==> images/route_heat.png <==
The die is cut into 33 by 33 equal tiles; dark purple is low, yellow is high, scaled to the fullest tile. Values are wire area over tile area, all layers added.
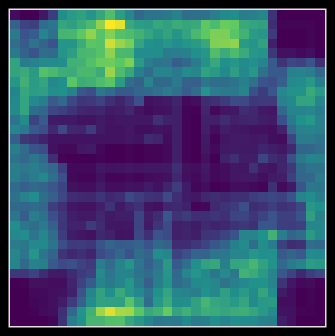
==> images/layers.png <==
Scale: 1 px per µm. Only two layers are drawn.
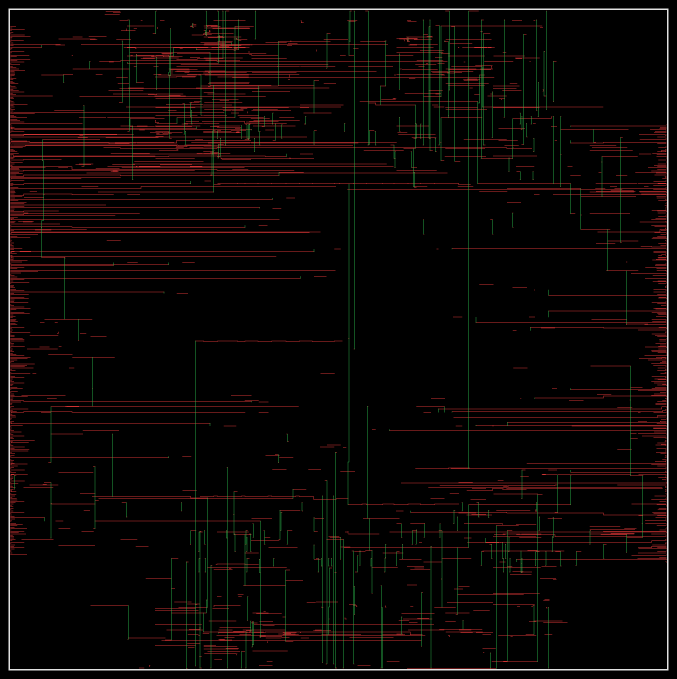
==> images/placed.png <==
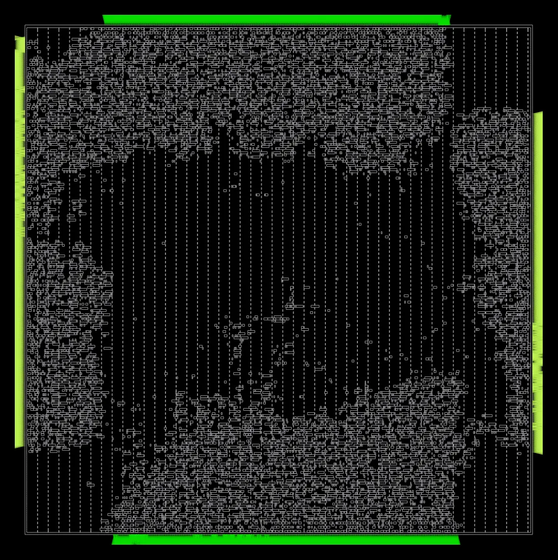
**src/rtl/fft16_frame_ctrl.sv**
```systemverilog
// Frame sequencer for the 16-point radix-4 FFT core: serial load, settle, snapshot, bin streaming.
// Define FFT_DIGIT_REVERSE_EN to emit bins in natural order; otherwise bins leave in core slot order.
module fft16_frame_ctrl #(
    parameter int N          = 16,
    parameter int WIDTH      = 16,
    parameter int OUTW       = 48,
    parameter int SETTLE_CYC = 2
) (
    input  logic                    clk,
    input  logic                    rst,
    input  logic                    s_valid,
    output logic                    s_ready,
    input  logic signed [WIDTH-1:0] s_data,
    output logic                    fft_load,
    output logic [3:0]              fft_addr,
    output logic signed [WIDTH-1:0] fft_xr,
    input  logic [N*OUTW-1:0]       fft_yr_flat,
    input  logic [N*OUTW-1:0]       fft_yi_flat,
    output logic                    m_valid,
    input  logic                    m_ready,
    output logic signed [OUTW-1:0]  m_yr,
    output logic signed [OUTW-1:0]  m_yi,
    output logic [3:0]              m_index,
    output logic                    m_last,
    output logic                    busy,
    output logic                    frame_done
);

    typedef enum logic [2:0] {
        S_IDLE,
        S_LOAD,
        S_SETTLE,
        S_CAPTURE,
        S_OUTPUT
    } state_t;

    state_t              r_state;
    state_t              w_next;
    logic [3:0]          r_wcnt;
    logic [3:0]          r_rcnt;
    logic [3:0]          r_scnt;
    logic                r_fft_load;
    logic [3:0]          r_fft_addr;
    logic signed [WIDTH-1:0] r_fft_xr;
    logic [N*OUTW-1:0]   r_snap_yr;
    logic [N*OUTW-1:0]   r_snap_yi;
    logic                r_frame_done;
    logic                w_accept;
    logic                w_out_hs;
    logic [3:0]          w_slot;

    always_ff @(posedge clk or posedge rst) begin
        if (rst) r_state <= S_IDLE;
        else     r_state <= w_next;
    end

    always_comb begin
        w_next  = r_state;
        s_ready = 1'b0;
        m_valid = 1'b0;
        busy    = 1'b1;
        case (r_state)
            S_IDLE: begin
                s_ready = 1'b1;
                busy    = 1'b0;
                if (s_valid) w_next = S_LOAD;
            end
            S_LOAD: begin
                s_ready = 1'b1;
                if (s_valid && r_wcnt == 4'd15) w_next = S_SETTLE;
            end
            S_SETTLE: begin
                // First SETTLE cycle carries the final load pulse; count SETTLE_CYC beyond it.
                if (r_scnt == 4'(SETTLE_CYC)) w_next = S_CAPTURE;
            end
            S_CAPTURE: w_next = S_OUTPUT;
            S_OUTPUT: begin
                m_valid = 1'b1;
                if (m_ready && r_rcnt == 4'd15) w_next = S_IDLE;
            end
            default: w_next = S_IDLE;
        endcase
    end

    assign w_accept = s_valid & s_ready;
    assign w_out_hs = m_valid & m_ready;

    always_ff @(posedge clk or posedge rst) begin
        if (rst) begin
            r_wcnt <= 4'd0;
            r_rcnt <= 4'd0;
            r_scnt <= 4'd0;
        end else begin
            if (w_accept) r_wcnt <= r_wcnt + 4'd1;
            if (w_out_hs) r_rcnt <= r_rcnt + 4'd1;
            if (r_state == S_SETTLE)
                r_scnt <= (r_scnt == 4'(SETTLE_CYC)) ? 4'd0 : r_scnt + 4'd1;
        end
    end

    // Load port: one registered write per accepted sample, address/data held through gaps.
    always_ff @(posedge clk or posedge rst) begin
        if (rst) begin
            r_fft_load <= 1'b0;
            r_fft_addr <= 4'd0;
            r_fft_xr   <= '0;
        end else begin
            r_fft_load <= w_accept;
            if (w_accept) begin
                r_fft_addr <= r_wcnt;
                r_fft_xr   <= s_data;
            end
        end
    end

    always_ff @(posedge clk or posedge rst) begin
        if (rst) begin
            r_snap_yr    <= '0;
            r_snap_yi    <= '0;
            r_frame_done <= 1'b0;
        end else begin
            if (r_state == S_CAPTURE) begin
                r_snap_yr <= fft_yr_flat;
                r_snap_yi <= fft_yi_flat;
            end
            r_frame_done <= w_out_hs && (r_rcnt == 4'd15);
        end
    end

`ifdef FFT_DIGIT_REVERSE_EN
    assign w_slot = {r_rcnt[1:0], r_rcnt[3:2]};
`else
    assign w_slot = r_rcnt;
`endif

    assign fft_load   = r_fft_load;
    assign fft_addr   = r_fft_addr;
    assign fft_xr     = r_fft_xr;
    assign m_yr       = r_snap_yr[int'(w_slot)*OUTW +: OUTW];
    assign m_yi       = r_snap_yi[int'(w_slot)*OUTW +: OUTW];
    assign m_index    = r_rcnt;
    assign m_last     = m_valid && (r_rcnt == 4'd15);
    assign frame_done = r_frame_done;

endmodule
```
**config.mk**
```make
export PLATFORM = sky130hd
export DESIGN_NAME = fft16_frame_ctrl
export DESIGN_NICKNAME = d
export VERILOG_FILES = /design/src/rtl/fft16_frame_ctrl.sv
export SDC_FILE = /design/constraint.sdc
export NUM_CORES = 2
export LEC_CHECK = 0
export ABC_CLOCK_PERIOD_IN_PS = 54000
export CAP_MARGIN = 0
export CORE_AREA = 2 2 655 657
export CTS_CLUSTER_DIAMETER = 150
export DETAILED_ROUTE_END_ITERATION = 10
export DIE_AREA = 0 0 657 659
export GPL_TIMING_DRIVEN = 1
export PLACE_DENSITY = 0.41
export SLEW_MARGIN = 30
export SYNTH_ARGS = -nofsm -noshare
export SYNTH_HDL_FRONTEND = slang
export SYNTH_SLANG_ARGS = --single-unit
```
**constraint.sdc**
```tcl
create_clock -name clk -period 54 [get_ports clk]
set_clock_uncertainty 0.1 [all_clocks]
set_input_delay 10.8 -clock clk [delete_from_list [all_inputs] [get_ports clk]]
set_output_delay 10.8 -clock clk [all_outputs]
set_load 0.01 [all_outputs]
```
==> impl_metrics.yaml <==
# implementation run metrics
outcome:
  status: "finished clean"
synthesis:
  xor_share: 0.00100
  top_cells_by_area: "dfrtp_1 (56%), nand2_1 (25%), mux4_2 (12%)"
  edf_count: 0
  ys.flop_type: "dfrtp_1"
  synth_async_sr_flop_share: 1.00
  synthMuxAreaShare: 0.127
  yosysTopAreaCellShare: 0.563
global_routing:
  use_met2: 0.277
layout:
  clock_buffers: 291
  flop-count: 1573
  fin_cells: 14887
  nMultiInputCombCells: 5349
  comb_area_mm2: 0.0284
  inverters: 1
  final_area_mm2: 0.100
  drive_gt1_frac: 0.0977
  signal_buffers: 1830
  comb_share: 0.284
  final_cell_mix: "nand2_1 (4706), clkdlybuf4s50_1 (1680), dfrtp_1 (1571), mux4_2 (384), clkbuf_16 (202)"
worst_setup_path:
  crit_path_frequent_cell: "buf_4"
  critical_path_buf_inv_count: 4
  arrival_ns: 6.15
  r2r-end: "r_snap_yr[299]$_DFFE_PP0N_"
  end_kind: "output pin"
  cp_slowest_cell: "a22oi_1"
cts:
  clockBufferDepth: 4
  cts-htree-levels: 4
  post-cts-setup-buffers: 0
  cts_tree: "done"
  postCtsResizedCells: 0
  numCtsBuffers: 200
  clk_latency_ns: 0.92
drt:
  drtIter0Drc: 5762
  routed_via_density: 4.10
sta:
  post-route-min-period_ns: 17.05
  hold_violations: 0
  slew_violations: 0
  rsz0062_at_grt: "no"
  finalCritPeriodShare: 0.316
placed_design:
  place_area_mm2: 0.0929
worst_hold_path:
  hold_start: "r_snap_yr[678]$_DFFE_PP0N_"
die:
  die_width_um: 657
pwr:
  p_total_uw: 6450
  ir_drop_v: 0.0000313
job:
  maxCapViolCount: 0
-- route_heat.png (at the start) --
emptiest ninth of the die: centre
fullest tile: 0.54
tiles over half the peak: 20%
mean over tiles: 0.16
densest ninth of the die: upper left
Tot GR Track Use: 0.189
Wirelength per Cell: 28.4 µm
Total Wirelength: 423000 µm
vias: 61.0k

-- layers.png (at the start) --
| colour | layer | wire length |
|---|---|---|
| red | M3 | 39.9 mm |
| green | M4 | 11400 µm |

-- placed.png (at the start) --
core area: 0.426 mm²
cell row count: 240
tap cell count: 5687
Fill cells: 46.7k

==> layer usage <==
metal | share of wire | up-vias | routed length (µm)
li1 | - | 26889 | -
met1 | 0.45 | 30950 | 190000
met2 | 0.43 | 2445 | 181000
met3 | 0.094 | 650 | 39900
met4 | 0.027 | 90 | 11400
met5 | 0.0014 | - | 586
==> power breakdown <==
part	switching [µW]	internal [µW]	total, µW	leakage, µW
clock network	594	808	1400	0.00330
registers	462	1780	2250	0.0186
logic	1660	1140	2800	0.0236
total	2720	3730	6450	0.0455
==> state kept, by name, indices dropped and copies added, names as in the netlist <==
signal and count:
r_snap_yr 768, m_index 4, r_scnt 4, r_wcnt 4, frame_done 1, r_state 3, fft_xr 16, r_snap_yi 768
fft_load 1, fft_addr 4
Power is estimated from default activity; no workload was simulated.
